`src/rtl/core_mem_arbiter.sv`:
```
// -----------------------------------------------------------------------------
// core_mem_arbiter
//
// Shares a single Avalon-MM master port to system memory between the core's
// instruction-fetch port (I) and data port (D). Each core port is an Avalon-MM
// slave with waitrequest. One transaction is in flight at a time: the command
// is latched at grant, replayed to memory until accepted, and completed to the
// owning requester with a one-cycle waitrequest-low pulse.
//
// Arbitration: D wins over I, except that after MAX_D_STREAK consecutive D
// grants taken while a fetch was waiting, the next contended grant goes to I.
//
// Parameters
//   ADDR_W        address width of all ports
//   DATA_W        data width of all ports
//   MAX_D_STREAK  consecutive D grants allowed while a fetch is pending (>=1)
//
// Ports
//   clk, reset_n                       clock, asynchronous active-low reset
//   i_addr, i_read                     fetch request
//   i_readdata, i_waitrequest          fetch response / stall
//   d_addr, d_read, d_write,
//   d_writedata, d_byteenable          data request
//   d_readdata, d_waitrequest          data response / stall
//   avm_address, avm_read, avm_write,
//   avm_writedata, avm_byteenable      memory command (all registered)
//   avm_readdata, avm_waitrequest,
//   avm_readdatavalid                  memory response / stall
// -----------------------------------------------------------------------------
module core_mem_arbiter #(
  parameter int ADDR_W       = 32,
  parameter int DATA_W       = 32,
  parameter int MAX_D_STREAK = 4
) (
  input  logic                  clk,
  input  logic                  reset_n,
  // instruction-fetch slave
  input  logic [ADDR_W-1:0]     i_addr,
  input  logic                  i_read,
  output logic [DATA_W-1:0]     i_readdata,
  output logic                  i_waitrequest,
  // data slave
  input  logic [ADDR_W-1:0]     d_addr,
  input  logic                  d_read,
  input  logic                  d_write,
  input  logic [DATA_W-1:0]     d_writedata,
  input  logic [DATA_W/8-1:0]   d_byteenable,
  output logic [DATA_W-1:0]     d_readdata,
  output logic                  d_waitrequest,
  // memory master
  output logic [ADDR_W-1:0]     avm_address,
  output logic                  avm_read,
  output logic                  avm_write,
  output logic [DATA_W-1:0]     avm_writedata,
  output logic [DATA_W/8-1:0]   avm_byteenable,
  input  logic [DATA_W-1:0]     avm_readdata,
  input  logic                  avm_waitrequest,
  input  logic                  avm_readdatavalid
);

  localparam int BE_W     = DATA_W / 8;
  localparam int STREAK_W = $clog2(MAX_D_STREAK + 1);

  localparam logic [STREAK_W-1:0] STREAK_MAX  = STREAK_W'(MAX_D_STREAK);
  localparam logic [STREAK_W-1:0] STREAK_ONE  = STREAK_W'(1);
  localparam logic [STREAK_W-1:0] STREAK_ZERO = STREAK_W'(0);

  localparam logic OWN_I = 1'b0;
  localparam logic OWN_D = 1'b1;

  typedef enum logic [1:0] {
    ST_IDLE  = 2'd0,
    ST_ISSUE = 2'd1,
    ST_RESP  = 2'd2,
    ST_DONE  = 2'd3
  } state_t;

  state_t                r_state;
  logic [STREAK_W-1:0]   r_d_streak;
  logic                  r_owner;
  logic                  r_is_write;
  logic [DATA_W-1:0]     r_rdata;

  state_t                w_next_state;
  logic                  w_grant_i;
  logic                  w_grant_d;
  logic                  w_is_write_next;
  logic [DATA_W-1:0]     w_rdata_next;
  logic [STREAK_W-1:0]   w_streak_next;
  logic                  w_i_pend;
  logic                  w_d_pend;

  assign w_i_pend = i_read;
  assign w_d_pend = d_read | d_write;

  // Next-state, grant decision, streak update and read-data capture.
  always_comb begin
    w_next_state    = r_state;
    w_grant_i       = 1'b0;
    w_grant_d       = 1'b0;
    w_is_write_next = r_is_write;
    w_rdata_next    = r_rdata;
    w_streak_next   = r_d_streak;
    case (r_state)
      ST_IDLE: begin
        // D wins unless a fetch has already been passed over MAX_D_STREAK times.
        if (w_d_pend && (!w_i_pend || (r_d_streak != STREAK_MAX))) begin
          w_grant_d       = 1'b1;
          w_is_write_next = d_write;   // read+write together is a write
          w_next_state    = ST_ISSUE;
          if (w_i_pend) begin
            // Cannot overflow: this branch is only reached below STREAK_MAX.
            w_streak_next = r_d_streak + STREAK_ONE;
          end else begin
            w_streak_next = STREAK_ZERO;
          end
        end else if (w_i_pend) begin
          w_grant_i       = 1'b1;
          w_is_write_next = 1'b0;
          w_next_state    = ST_ISSUE;
          w_streak_next   = STREAK_ZERO;
        end else begin
          w_next_state = ST_IDLE;
        end
      end
      ST_ISSUE: begin
        if (!avm_waitrequest) begin
          if (r_is_write) begin
            w_next_state = ST_DONE;
          end else begin
            w_next_state = ST_RESP;
          end
        end else begin
          w_next_state = ST_ISSUE;
        end
      end
      ST_RESP: begin
        if (avm_readdatavalid) begin
          w_rdata_next = avm_readdata;
          w_next_state = ST_DONE;
        end else begin
          w_next_state = ST_RESP;
        end
      end
      ST_DONE: begin
        w_next_state = ST_IDLE;
      end
      default: begin
        w_next_state = ST_IDLE;
      end
    endcase
  end

  // State, latched command, and registered outputs derived from the next state.
  always_ff @(posedge clk or negedge reset_n) begin
    if (!reset_n) begin
      r_state        <= ST_IDLE;
      r_d_streak     <= STREAK_ZERO;
      r_owner        <= OWN_I;
      r_is_write     <= 1'b0;
      r_rdata        <= {DATA_W{1'b0}};
      avm_address    <= {ADDR_W{1'b0}};
      avm_writedata  <= {DATA_W{1'b0}};
      avm_byteenable <= {BE_W{1'b0}};
      avm_read       <= 1'b0;
      avm_write      <= 1'b0;
      i_waitrequest  <= 1'b1;
      d_waitrequest  <= 1'b1;
      i_readdata     <= {DATA_W{1'b0}};
      d_readdata     <= {DATA_W{1'b0}};
    end else begin
      r_state    <= w_next_state;
      r_d_streak <= w_streak_next;
      r_is_write <= w_is_write_next;
      r_rdata    <= w_rdata_next;

      // The command registers double as the avm_* outputs, so they stay
      // frozen from grant until the next grant regardless of requester inputs.
      if (w_grant_d) begin
        r_owner        <= OWN_D;
        avm_address    <= d_addr;
        avm_writedata  <= d_writedata;
        avm_byteenable <= d_byteenable;
      end else if (w_grant_i) begin
        r_owner        <= OWN_I;
        avm_address    <= i_addr;
        avm_writedata  <= {DATA_W{1'b0}};
        avm_byteenable <= {BE_W{1'b1}};
      end

      avm_read  <= (w_next_state == ST_ISSUE) && !w_is_write_next;
      avm_write <= (w_next_state == ST_ISSUE) &&  w_is_write_next;

      // Owner is fixed at grant, which always precedes DONE by two or more cycles.
      i_waitrequest <= !((w_next_state == ST_DONE) && (r_owner == OWN_I));
      d_waitrequest <= !((w_next_state == ST_DONE) && (r_owner == OWN_D));

      if ((w_next_state == ST_DONE) && (r_owner == OWN_I)) begin
        i_readdata <= w_rdata_next;
      end
      if ((w_next_state == ST_DONE) && (r_owner == OWN_D)) begin
        d_readdata <= w_rdata_next;
      end
    end
  end

endmodule
```
`config.mk`:
```
export PLATFORM = sky130hd
export DESIGN_NAME = core_mem_arbiter
export DESIGN_NICKNAME = d
export VERILOG_FILES = /design/src/rtl/core_mem_arbiter.sv
export SDC_FILE = /design/constraint.sdc
export NUM_CORES = 1
export LEC_CHECK = 0
export ABC_CLOCK_PERIOD_IN_PS = 3200
export CAP_MARGIN = 20
export CORE_ASPECT_RATIO = 1.25
export CORE_MARGIN = 8
export CORE_UTILIZATION = 47
export DETAILED_ROUTE_END_ITERATION = 10
export PLACE_DENSITY = 0.85
export SETUP_SLACK_MARGIN = 0.15
export SYNTH_ARGS = -nofsm -noshare
export SYNTH_HDL_FRONTEND = slang
export SYNTH_SLANG_ARGS = --single-unit
export TNS_END_PERCENT = 30
```
`constraint.sdc`:
```
create_clock -name clk -period 3.2 [get_ports clk]
set_input_delay 0.48 -clock clk [delete_from_list [all_inputs] [get_ports clk]]
set_output_delay 0.48 -clock clk [all_outputs]
set_load 0.02 [all_outputs]
```
port_nets.png
(2 px per um)
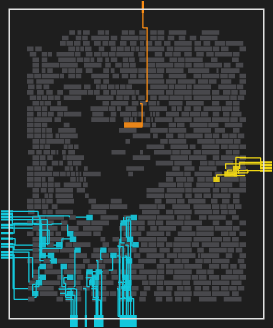
orange -> avm_write  # bits 1, direction output, edge north, end cells 1, buffers 1, wire 60.3 um
cyan -> d_writedata  # bits 32, direction input, edge 19 south, 13 west, end cells 32, buffers 32, wire 1,130 um
yellow -> d_byteenable  # bits 4, direction input, edge east, end cells 4, buffers 4, wire 107 um
I/O Pins: 275
IO Port Bufs: 274

metal_stack.png
(4 px per um) Only two layers are drawn.
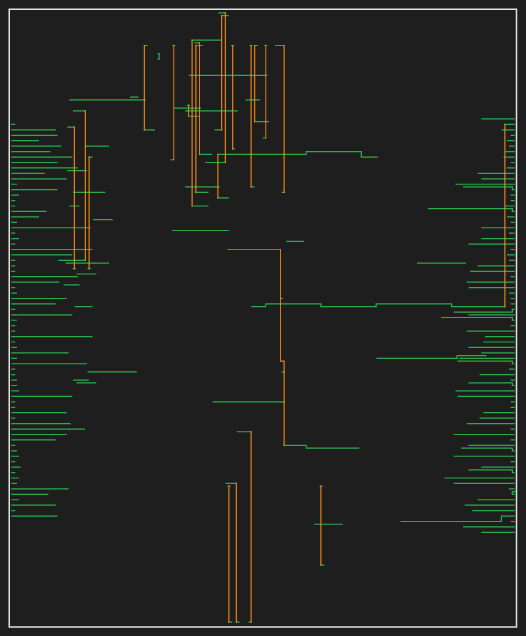
orange -> met4  # wire length 707 um
green -> met3  # wire length 1,490 um
routed length per instance: 22.9 um
via count: 5,461

final_clocks.png
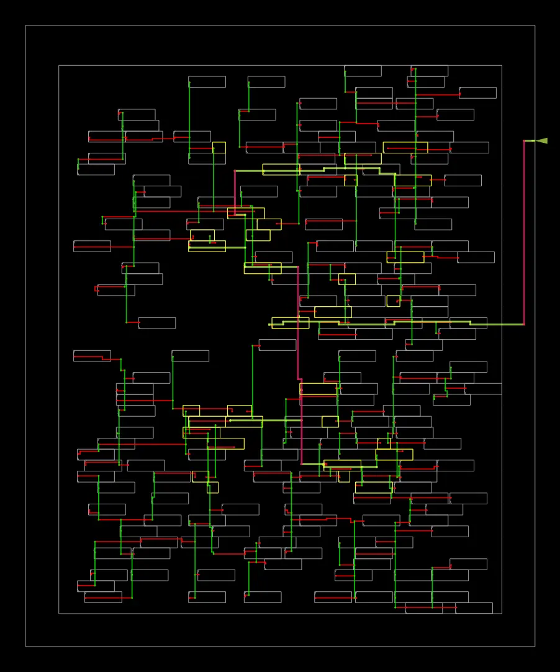
later-pin clock latency in the skew report: 0.42 ns
CTS Buf Count: 17
flip-flops: 175
CTS sink cnt: 175
clk_skew: 0.0125 ns

==> CHANGELOG.md <==
## Implementation

* Main synth FF type: dfrtp_1
* Synthesized instance count at around 490
* First-pass GRT wire length at 34.0 mm
* Top layer in use: met4
* Vias in the first global route at about 6,000
* CP Capture Point: avm_address[5]
* Aoi share at between 10% and 20%
* Mean Syn Cell Area at about 15 um2
* RSZ-0062 raised after global routing: false
* #MultiIn Comb at 264
* GRT Overall Usage at between 20% and 30%
* Cell family with most CP delay: simple AND/OR/NAND/NOR gates
* Clock transition at the registers of the reported paths at 0.07 ns
* Syn Nets at around 630
* Top cell area share at around 60%
* Critical R2R Launch: r_d_streak[0]
* Largest net degree at the start of global routing at 99
* Layout clock buffers at 17
* CP startpoint: r_d_streak[0]
* Logic gate share of total power at 47.5%
* Yosys Instances at about 490
* Mapped cell area at between 0.007 and 0.008 mm2
* OpenROAD warnings at 27
* Comb group at roughly 5.4 mW
* Global Route met1 Usage at about 25%
* Combinational Area at about 0.0025 mm2
* Final Net Count at between 800 and 900
* Flop-to-flop setup slack at approximately 1 ns
* Max Cap Viol at 0
* Met1 wire length at around 8.4 mm
* Met2 Use GR at between 30% and 40%
* Total congestion overflow at 0
* CP Class: flip-flop to flip-flop
* Tap cell count at around 180
* Initial antenna violation count at 0
* Pre-CTS setup slack at 0.671 ns
* Final wirelength at about 22 mm
* Status: complete, no violations
* Antenna fix cells at 0
* Fin cells at 947
* DRC Markers at 0
* Buffering overhead at around 27%
* Sequential cell area share at about two fifths
* Non-CTS buffers at around 290
* WP depth at 5
* Met3 Use GR at approximately 6.5%
* Post-synth cell types at 39
* Measured slew at the worst slew-check pin at approximately 1.0 ns
* Inst Count DP at 915
* Clk buf depth at 2
* Simple share at under 10%
* Yosys stat area at 0.00717 mm2
* Final HPWL DP at ~16 mm
* Cts hold-fix bufs at 0
* Top power group: combinational logic
* Die Width at roughly 130 um
* Initial DRC count at 356
* Most instantiated logic cells after routing: 273 x clkdlybuf4s50_1, 173 x dfrtp_1, 62 x mux2_2
* TritonRoute pass-1 iters at 5
* Clock share of power at a little under a fifth
* Hold WC Path Type: primary input to asynchronous set/reset pin
Power is estimated from default activity; no workload was simulated.
